Run 1, metal layers overlaid:
Drawn at 4 px/um. Two of the layers only.
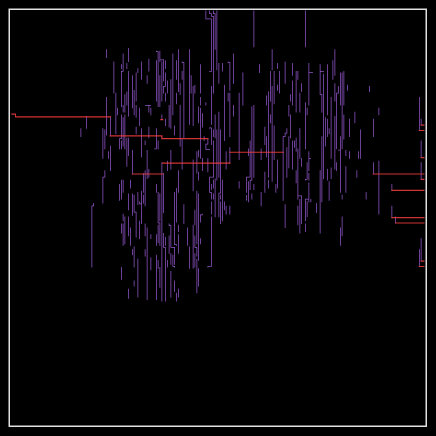
Run 1, zoomed window:
Window x 37 to 67, y 37 to 67 um. Cells in gray, sequential cells in the stronger gray; small squares are vias.
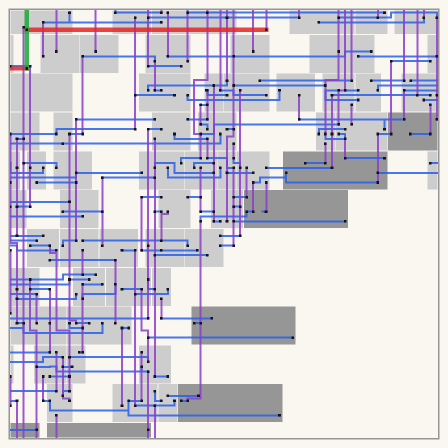
Run 1, logic cells by family:
Drawn at 4 px/um.
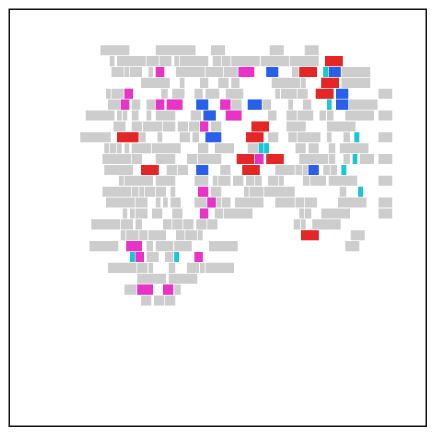
**src/rtl/platform_collapse_ctl.sv**
```systemverilog
// Platform collapse sequencer: removes four platform segments in a fixed order.
// Each segment waits, blinks a warning, then drops, all paced by vblnk frame ticks.
module platform_collapse_ctl #(
  parameter int unsigned WAIT_FRAMES  = 180,
  parameter int unsigned WARN_FRAMES  = 60,
  parameter int unsigned BLINK_FRAMES = 8
) (
  input  logic       clk,
  input  logic       rst,
  input  logic       vblnk,
  input  logic       start_game,
  input  logic       pause,
  output logic [3:0] ctl,
  output logic [3:0] warn,
  output logic [2:0] dropped,
  output logic       done
);

  typedef enum logic [1:0] {IDLE, WAIT, WARN, DONE} state_t;

  localparam logic [9:0] WAIT_LAST  = 10'(WAIT_FRAMES - 1);
  localparam logic [9:0] WARN_LAST  = 10'(WARN_FRAMES - 1);
  localparam logic [9:0] BLINK_LAST = 10'(BLINK_FRAMES - 1);

  state_t     state, state_n;
  logic       vblnk_q;
  logic       tick;
  logic       step;
  logic [9:0] frame_cnt, frame_cnt_n;
  logic [9:0] blink_cnt, blink_cnt_n;
  logic       blink, blink_n;
  logic [1:0] idx, idx_n;
  logic [3:0] seg;
  logic [3:0] ctl_n, warn_n;
  logic [2:0] dropped_n;
  logic       done_n;

  assign tick = vblnk & ~vblnk_q;
  assign step = tick & ~pause;
  // segment under threat: idx 0 -> bit 3, idx 3 -> bit 0
  assign seg  = 4'b1000 >> idx;

  always_ff @(posedge clk) begin
    if (rst) begin
      state     <= IDLE;
      vblnk_q   <= 1'b0;
      frame_cnt <= '0;
      blink_cnt <= '0;
      blink     <= 1'b0;
      idx       <= '0;
      ctl       <= '0;
      warn      <= '0;
      dropped   <= '0;
      done      <= 1'b0;
    end else begin
      state     <= state_n;
      vblnk_q   <= vblnk;
      frame_cnt <= frame_cnt_n;
      blink_cnt <= blink_cnt_n;
      blink     <= blink_n;
      idx       <= idx_n;
      ctl       <= ctl_n;
      warn      <= warn_n;
      dropped   <= dropped_n;
      done      <= done_n;
    end
  end

  always_comb begin
    state_n     = state;
    frame_cnt_n = frame_cnt;
    blink_cnt_n = blink_cnt;
    blink_n     = blink;
    idx_n       = idx;
    ctl_n       = ctl;
    warn_n      = warn;
    dropped_n   = dropped;
    done_n      = done;

    if (!start_game) begin
      state_n     = IDLE;
      frame_cnt_n = '0;
      blink_cnt_n = '0;
      blink_n     = 1'b0;
      idx_n       = '0;
      ctl_n       = '0;
      warn_n      = '0;
      dropped_n   = '0;
      done_n      = 1'b0;
    end else begin
      unique case (state)
        IDLE: begin
          state_n     = WAIT;
          frame_cnt_n = '0;
          blink_cnt_n = '0;
          blink_n     = 1'b0;
          idx_n       = '0;
          ctl_n       = '0;
          warn_n      = '0;
          dropped_n   = '0;
          done_n      = 1'b0;
        end
        WAIT: begin
          if (step) begin
            if (frame_cnt == WAIT_LAST) begin
              state_n     = WARN;
              frame_cnt_n = '0;
              blink_n     = 1'b1;
              blink_cnt_n = '0;
              warn_n      = seg;
            end else begin
              frame_cnt_n = frame_cnt + 10'd1;
            end
          end
        end
        WARN: begin
          if (step) begin
            if (frame_cnt == WARN_LAST) begin
              ctl_n       = ctl | seg;
              dropped_n   = dropped + 3'd1;
              warn_n      = '0;
              frame_cnt_n = '0;
              blink_cnt_n = '0;
              blink_n     = 1'b0;
              if (idx == 2'd3) begin
                state_n = DONE;
                done_n  = 1'b1;
              end else begin
                state_n = WAIT;
                idx_n   = idx + 2'd1;
              end
            end else begin
              frame_cnt_n = frame_cnt + 10'd1;
              if (blink_cnt == BLINK_LAST) begin
                blink_n     = ~blink;
                blink_cnt_n = '0;
              end else begin
                blink_cnt_n = blink_cnt + 10'd1;
              end
              warn_n = blink_n ? seg : 4'b0000;
            end
          end
        end
        DONE: begin
          ctl_n     = '1;
          warn_n    = '0;
          dropped_n = 3'd4;
          done_n    = 1'b1;
        end
        default: state_n = IDLE;
      endcase
    end
  end

endmodule

```
**config.mk**
```make
export PLATFORM = sky130hd
export DESIGN_NAME = platform_collapse_ctl
export DESIGN_NICKNAME = d
export VERILOG_FILES = /design/src/rtl/platform_collapse_ctl.sv
export SDC_FILE = /design/constraint.sdc
export NUM_CORES = 1
export LEC_CHECK = 0
export CAP_MARGIN = 30
export CORE_MARGIN = 8
export CORE_UTILIZATION = 25
export CTS_CLUSTER_DIAMETER = 100
export CTS_CLUSTER_SIZE = 25
export DETAILED_ROUTE_END_ITERATION = 10
export GPL_TIMING_DRIVEN = 1
export HOLD_SLACK_MARGIN = 0.08
export SLEW_MARGIN = 40
export SYNTH_ARGS = -nofsm -noshare
export SYNTH_HDL_FRONTEND = slang
export SYNTH_SLANG_ARGS = --single-unit
```
**constraint.sdc**
```tcl
create_clock -name clk -period 2.1 [get_ports clk]
set_input_delay 0.315 -clock clk [delete_from_list [all_inputs] [get_ports clk]]
set_output_delay 0.315 -clock clk [all_outputs]
set_load 0.01 [all_outputs]
```
==> notes.md, run 1 <==
The layout was made with Yosys and OpenROAD.

The run finished with clean final reports. The clock edge transition at the registers on the reported setup and hold paths is 0.07 ns. The placement report lists the number of port buffers as 16.

The flow measured a signed area growth from synthesis to layout of 33.7%. The synthesis report names the predominant flop master as sky130_fd_sc_hd__dfxtp_1. According to the floorplan report, the die width is about 100 um. The group drawing the most power is registers.

The post-route fraction of the period consumed by the critical path is 0.958. The via count of the first global-routing pass is about 1700. The detailed router reports a met2 wire length of 1940 um. Leaving out buffers and inverters, the combinational logic in the layout accounts for around 1200 sq um.

The final critical path time including I/O delays and setup is 2.01 ns. In this run, distinct cell masters in the synthesized netlist total 46. Setup repair after global routing could not meet its margin everywhere. According to the CTS report, the clock sink count is 38. The number of buffers inserted by hold repair at cts is 0.

The proportion of cell area occupied by registers is 0.295. Entering global routing, the biggest net connects 13 pins. The die area is 10800 sq um. In this run the most used layer during global routing was met2. Timing analysis after detailed placement gives a worst setup slack of -0.476 ns. TritonCTS built the clock tree. The type of the most critical hold path is in2reg. At the end of the flow the core is filled with cells to 0.340. The number of warnings reported in the stage logs is 34.

The combinational-cell power consumption is 0.148 mW. The least setup slack across all paths after layout is 0.0873 ns. The combined global-route utilization of all metal layers is 0.0813. The total of clock buffers placed in the layout is 8. Per Yosys stat, the portion of area used by sequential elements is 0.394. The core utilization at floorplan is 0.254.

For met3 alone, demand over resource in global routing was 0.0273. The number of buffers added by the clock tree synthesis step is 5. The sort of element at the end of the critical path is a register. Sorting the synthesized cells by how often they occur yields 38 x sky130_fd_sc_hd__dfxtp_1, 25 x sky130_fd_sc_hd__nor2_1.

Once detail routing completed, the nets flagged for antenna violations numbered 0. The tightest hold path in the finished design has a slack of 0.272 ns. The height of the die is just over 100 um. The worst slew margin relative to its limit is 0.742. The count of multi-input gates is 161. The fraction of final cell area spent on non-clock buffers in this run is 0.143. The share of flip-flops with an asynchronous set or reset is 0. The number of antenna violations at the first check in global routing is 0.

The total nets after synthesis is 232. RePlAce ended its routability-driven mode at a weighted congestion of 0.781. For the final database, setup skew stands at 0.00671 ns. For the final routed database, the setup TNS stands at 0 ns. The average instance in the mapped netlist occupies 8.99 sq um. The number of setup buffers added after CTS is 0. The final non-filler cell area is between 2000 and 3000 sq um. Among all cell types in the netlist, the one instantiated most often is sky130_fd_sc_hd__dfxtp_1. The yosys stat chip area is 1930 sq um. The global route total overflow is 0. The routed wirelength on the met1 layer is recorded as 2100 um. The clock latency of the later-clocked register in the worst-skew pair is a little under 0.3 ns.

The row count is 32. The clock tree root driver cell is sky130_fd_sc_hd__clkbuf_8. The register cell area after layout is 763 sq um. The leakage power is 0.911 nW. Per the detail_route log, the uppermost layer with routed signals is met4. Summed over all nets, wire length on met3 after detailed routing comes to 129 um.

The worst register-to-register path depth is 5. The design draws 1.46 mW. The layout cell share with drive strength beyond 1 is 0.238.

In this run the cell area of the synthesized design comes to just under 2000 sq um. The final net count is 276. The flow inserted 102 tap cells. The switching power as a share of total power is 0.224. After layout, the buffer instance count without clock buffers stands at between 40 and 50.

The actual transition at the worst max-transition pin is 0.384 ns. The first global-routing pass estimated about 7600 um of wire. The number of vias per cell is approximately 4.5.

Per the layout report, the design carries 10 non-clock inverters. The top cell type's share of synthesized area is 0.394. The yosys stat cell total is about 220.

The fill cell total of the finished layout is a little under 800. The clock group power is 0.576 mW. For reference, the most critical setup path is categorized as reg2reg.

Detailed placement finished with a half-perimeter wire length of approximately 3200 um. The startpoint kind of the worst setup timing path is a register. The fraction of power consumed by sequential logic is 0.503. On met2, the global router reports a usage of 0.133. The synthesized design spends more area on one cell type than any other, namely sky130_fd_sc_hd__dfxtp_1. The count of synthesis-stage warnings from yosys is 0. In the power breakdown, the internal column shows around 1.1 mW.

The deepest clock path buffer count is 2. The cell group occupying the most layout area is logic gates. Per the placement report, the placed cell count is 354. The data arrival time reported for the critical path is 2.25 ns.

Detailed-route iteration 0 reported a violation count of 37. The number of register bits inferred by synthesis is 38. The total iterations of the first detailed-routing run is 6. The worst voltage drop across the vdd grid is roughly 240 uV. The global routing met1 resource utilization is 0.100. The synthesized design contains 0 enable-type register cells. The final setup violation count is 0.

The cell depth of the worst min-delay path is 2. By area the synthesized netlist is led by sky130_fd_sc_hd__dfxtp_1 39%, sky130_fd_sc_hd__ha_1 7.8%, sky130_fd_sc_hd__xnor2_1 5.4%. The fmax is 497 MHz. The flow reported a cell area power density of 564 nW/um^2. The count of pins on the block boundary is 17.

Of all the cell area in the finished design, the clock network holds 0.0426. The cell count after synthesis came out at 215. The flop count is 38. Sequential power for this build is roughly 0.73 mW. The final max-slew violation count is 0. The power report attributes to the combinational group a share of 0.102. In the final report, the number of hold violations comes to 0.
About 'metal layers overlaid':
- metal 2: purple (wire length 1940 um)
- metal 3: red (wire length 129 um)
DR WL/cell: 11.5 um
wirelength, routed: 4180 um
overall via count from detail_route: 1624

About 'zoomed window':
- metal 3: red
- metal 4: green
- metal 2: purple
- metal 1: blue
- sequential cells in the window: 4
- most frequent: buf_4 (11), nor2_1 (5), dfxtp_1 (4)
- netlist names of flops here include: blink_cnt (2)
- cells with their middle in the window: 55

About 'logic cells by family':
- AND and OR gates: magenta (cells 18; most used and3_1)
- AND-OR and OR-AND gates: blue (cells 10; most used a22o_1)
- adder and majority cells: red (cells 12; most used ha_1)
- inverters: cyan (cells 10; most used inv_1)
multi-input gate share of the layout cell area: 0.455
highest-count logic cell in the final layout: sky130_fd_sc_hd__dfxtp_1
tally of non-filler cells in the final layout: 362

## run 1: path summary, 6_finish.rpt
path / startpoint / end / slack (ns)
max reg2reg: blink_cnt[7] / warn[0] / 0.09
max: blink_cnt[7] / warn[0] / 0.09
min reg2reg: ctl[0] / ctl[0] / 0.44
min: vblnk / vblnk_q / 0.27
## run 1: sequential cells by signal (all words and copies together), names as in the netlist
signal	count
blink	1
blink_cnt	10
ctl	4
done	1
dropped	3
frame_cnt	10
idx	2
state	2
vblnk_q	1
warn	4
## run 1: cells in the final DEF (no fill, tap or decap), drive strengths merged, types with 2 or more instances in the layout
cell and n:
dfxtp 38, clkbuf 8, xor2 4, or2 2, buf 27, nor4 5
xnor2 12, a21oi 15, nand4 7, nand2b 6, or3 3, nor3 3
nor2b 3, a22o 4, clkdlybuf4s50 15, o31ai 5, o31a 2, and3 4
a211oi 2, or4 6, nor2 25, o21ai 8, nand3 5, inv 10
a21o 2, o211ai 2, nand2 12, or3b 2, ha 12
## run 1: worst max-delay path: stages (launching register included)
cell and delay, ns:
sky130_fd_sc_hd__dfxtp_1 0.34, sky130_fd_sc_hd__or4_4 0.53, sky130_fd_sc_hd__or4_1 0.52, sky130_fd_sc_hd__a21oi_2 0.18
sky130_fd_sc_hd__o211a_1 0.25, sky130_fd_sc_hd__a22o_1 0.14
## run 1: logic make-up (layout without fill, tap and decap cells)
kind of cell | Yosys count | in the layout | share of synthesized area
compound gates | 44 | 44 | 0.159
xor+xnor | 16 | 16 | 0.0725
fa+ha+maj | 12 | 12 | 0.0777
buf+inv | 16 | 61 | 0.0389
flops | 38 | 38 | 0.394
mux | 2 | 2 | 0.0110
simple gates | 87 | 87 | 0.247
## run 1: what timing repair did
item                       4_1_cts  5_1_grt
hold endpoints to repair         0        0
gates resized                    7       12
setup endpoints to repair       13       28
pin swaps                        5        3
Run 1, wire density map:
Drawn at 3 px/um. The die is cut into 21 by 21 equal tiles; dark purple is low, yellow is high, scaled to the fullest tile. Values are wire area over tile area, all layers added.
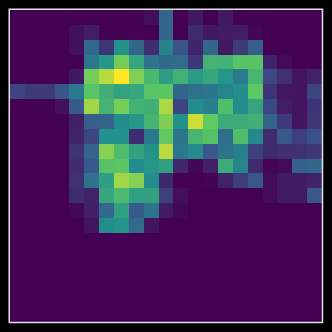

==> inputs of run 2 (changes only) <==
--- a/config.mk
+++ b/config.mk
@@ -8,6 +8,7 @@
 export CAP_MARGIN = 30
 export CORE_MARGIN = 8
 export CORE_UTILIZATION = 25
+export CTS_BUF_LIST = sky130_fd_sc_hd__clkbuf_2
 export CTS_CLUSTER_DIAMETER = 100
 export CTS_CLUSTER_SIZE = 25
 export DETAILED_ROUTE_END_ITERATION = 10
Run 2, wire density map:
Drawn at 3 px/um. The die is cut into 21 by 21 equal tiles; dark purple is low, yellow is high, scaled to the fullest tile. Values are wire area over tile area, all layers added.
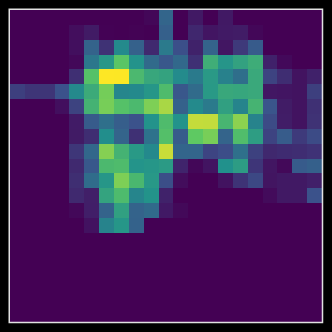
- fullest tile: 0.38
- mean over tiles: 0.060
- emptiest ninth of the die: bottom right
- nearly empty tiles: 55%
overall via count from detail_route: 1653
DR WL/cell: 11.5 um
global-route total usage across every layer: 0.0812
wirelength, routed: 4200 um

==> notes.md, run 2 <==
The layout was made with Yosys and OpenROAD.

The startpoint identified for the worst hold timing path is ctl[0]. Before antenna repair, the detailed router went through 4 iterations. Relative to the synthesized area, the layout overhead comes to 30.4%. The initial utilization of the core area, before any placement, comes to 0.254.

Setup total negative slack on the finished layout was measured at 0 ns. The highest routed metal layer is met4. The post-route non-filler standard cell count is 365. The count of pins on the block boundary is 17. Global routing finished with a remaining overflow of 0. The total routed wire length on the met1 layer is 2070 um. The worst path meets setup with 0.0787 ns of slack. The leakage power is between 0.8 and 0.9 nW. Among all cell types in the netlist, the one instantiated most often is sky130_fd_sc_hd__dfxtp_1.

The cell depth of the worst min-delay path is 2. Yosys mapped the design onto 46 distinct sky130hd cell types. The clock latency of the later-clocked register in the worst-skew pair is approximately 0.37 ns. The total placed cells including tap cells is 354. For this design, Yosys synthesis ends with a cell count of between 200 and 250. The critical path ends at warn[0]. The placer's final routability congestion estimate is slightly below 0.8. The final clock skew is 0.0105 ns.

The final net count is around 280. Of the cells placed in the final design, the portion with a size suffix greater than 1 is 0.240. The most frequently used flop master after synthesis is sky130_fd_sc_hd__dfxtp_1. The final critical path time including I/O delays and setup is 2.02 ns. After detailed routing, the met2 layer carries 1990 um of wire.

The slack of the worst reg-to-reg path is ~0.079 ns. The number of hold violations in the final report is 0. The worst slew margin relative to its limit is 0.797.

Looking at the reg2reg group, the worst path starts from blink_cnt[3]. The internal power contribution is slightly below 0.9 mW. The most common logic cell in the final layout is sky130_fd_sc_hd__dfxtp_1.

The proportion of power drawn by combinational gates is 0.125. The number of buffers inserted by hold repair at cts is 0. The detailed route wirelength on metal3 is ~140 um.

On the final layout, the worst hold slack is 0.456 ns. The height of the die is slightly above 100 um. The total design power is 1.18 mW. The switching power as a share of total power is 0.260. Using the TritonRoute via totals, the vias-per-cell ratio works out to about 4.5. The most area-hungry cell type in the Yosys netlist is sky130_fd_sc_hd__dfxtp_1. The worst path arrival time is 2.35 ns. The clock edge transition at the registers on the reported setup and hold paths is between 0.15 and 0.2 ns.

The mean cell area of the mapped netlist is roughly 9 sq um. The cell count after synthesis is between 200 and 250. The top cell type's share of synthesized area is 0.394.

The synthesis report lists the most area-consuming cells as sky130_fd_sc_hd__dfxtp_1 39%, sky130_fd_sc_hd__ha_1 7.8%, sky130_fd_sc_hd__xnor2_1 5.4%. The worst flop-to-flop path endpoint is warn[0]. The fraction of power consumed by sequential logic is 0.623. For reference, the final report shows the max-slew violation count at 0. The yosys stat chip area is just under 2000 sq um. The first routing iteration left 44 violations.

The number of buffers added by the clock tree synthesis step is 5. The clock drives 38 sinks. The register cell area after layout is 767 sq um.

The via count of the first global-routing pass was 1676. The worst register-to-register path has a depth of 5. For the pin with the worst max-slew slack, the measured transition is 0.302 ns. The die area is 10800 sq um.

The run finished with clean final reports. The number of maximum-capacitance constraint violations is 0. Per the post-route antenna check, the number of violating nets is 0. The footprint of the multi-input gates is 1160 sq um. The endpoint of the worst hold path is reported as ctl[0]. The largest registers in the layout are blink_cnt x10, frame_cnt x10.

Ranked by instance count, the synthesized netlist is headed by 38 x sky130_fd_sc_hd__dfxtp_1, 25 x sky130_fd_sc_hd__nor2_1. The clock tree root driver cell is sky130_fd_sc_hd__clkbuf_2. Across the VDD grid, the largest voltage drop is between 150 and 200 uV. The fill cell total of the finished layout is approximately 800. The slowest cell on the critical path is sky130_fd_sc_hd__or4_4. The worst setup path is captured at a register. The number of antenna violations at the first check in global routing is 0. The largest net degree at the start of global routing is 13. In the layout the commonest cells are 33 x sky130_fd_sc_hd__dfxtp_1, 29 x sky130_fd_sc_hd__buf_4, 24 x sky130_fd_sc_hd__nor2_1. For reference, the critical path cell chain is or4_4 > or4_1 > a21oi_1 > o211a_1 > a22o_1.

The deepest clock path buffer count is 2. TritonCTS built the clock tree. The worst setup path is launched from a register. The data required time reported for the critical path is 2.43 ns. The synthesis log from Yosys contains 0 warnings.

The row count is 32. The total nets after synthesis is approximately 230. The number of I/O port buffers is 16.

The highest clock rate this design can be run at is 495 MHz. The power density over cell area is between 400 and 500 nW/um^2. The first global-routing pass estimated 7580 um of wire. The post-route fraction of the period consumed by the critical path is 0.963.

Counting flops and latches in the post-synthesis netlist gives 38. The tool warning count for the run is 33. The launch point of the critical path was reported as blink_cnt[3].

The final setup violation count is 0. For this run, asynchronously set or reset flops after synthesis account for 0. Of the synthesized area, sequential elements account for 0.394.

The worst-case setup slack after placement is -0.476 ns. In the placement report, post-DP HPWL is listed as 3160 um. The synthesized netlist occupies a cell area of 1930 sq um.

Once layout is complete, the utilization of the core stands at 0.331. Per the OpenROAD floorplan log, the width of the die is 104 um. The post-synth tally of flip-flops with integrated enable is 0. After routing the design area is 2520 sq um. The highest cell delay on the worst timing path is 0.54 ns. The routed layout reports a DRC error count of 0. The critical path class is reg2reg. The type of the most critical hold path is reg2reg. Summed over all nets, the switching power comes to 0.306 mW.
Run 2, zoomed window:
Window x 37 to 67, y 37 to 67 um. Cells in gray, sequential cells in the stronger gray; small squares are vias.
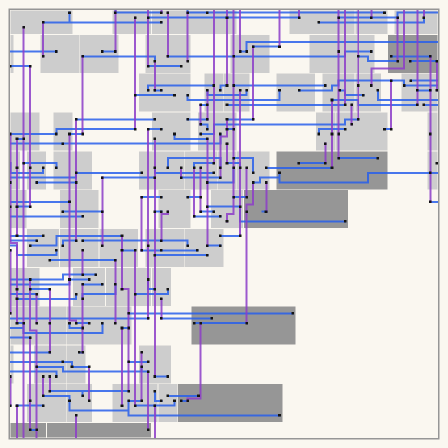
- metal 2: purple
- metal 1: blue
- sequential cells in the window: 4
- cells with their middle in the window: 56
- netlist names of flops here include: blink_cnt (2)
- most frequent: buf_4 (12), nor2_1 (5)

[run 2: netlist changes by cell type in the layout (fill, tap and decap cells not counted), moves of 3 or more]
cell / delta
sky130_fd_sc_hd__clkbuf_8: -8
sky130_fd_sc_hd__dfxtp_2: +3
sky130_fd_sc_hd__buf_4: +3
sky130_fd_sc_hd__clkinv_1: +3
sky130_fd_sc_hd__dfxtp_1: -3
sky130_fd_sc_hd__clkbuf_2: +5
[run 2: cells by family after synthesis]
group                    Yosys count  synth area share
XOR/XNOR                          16            0.0725
flip-flops                        38             0.394
adder cells (fa/ha/maj)           12            0.0777
AND-OR/OR-AND                     44             0.159
buffers and inverters             16            0.0389
multiplexers                       2            0.0110
AND/OR/NAND/NOR                   87             0.247
[run 2: power by group through the flow]
stage | combinational (mW) | clock [mW] | sequential [mW]
after CTS | 0.142 | 0.314 | 0.733
after floorplan | 0.0848 | 0 | 0.749
final | 0.147 | 0.296 | 0.733
after global routing | 0.161 | 0.354 | 0.736
after global placement | 0.139 | 0 | 0.748
after detailed placement | 0.140 | 0 | 0.748
[run 2: final cells by class]
class                      count  area share
clock buffer                   5     0.00993
clock inverter                 3     0.00447
inverter                      10      0.0149
multi-input combinational    161       0.461
sequential                    38       0.304
tap                          102      0.0506
timing repair buffer          46       0.154
[run 2: timing repair]
item | CTS | global route
resized | 2 | 14
endpoints found under the setup margin | 4 | 29
pin swaps | 1 | 2
setup buffers | 0 | 3
[run 2: layer usage]
layer,GRT usage,up-vias
met5,0,-
met2,0.133,21
li1,-,859
met4,0.0196,0
met1,0.0998,770
met3,0.0273,3
[run 2: worst max-delay path, delay by kind of cell, from the launching register on]
| kind | cells | cell delay (ns) |
|---|---|---|
| flip-flops | 1 | 0.34 |
| AND-OR/OR-AND | 3 | 0.60 |
| AND/OR/NAND/NOR | 2 | 1.04 |
No activity file was given, so power comes from the tool's default toggle rates.
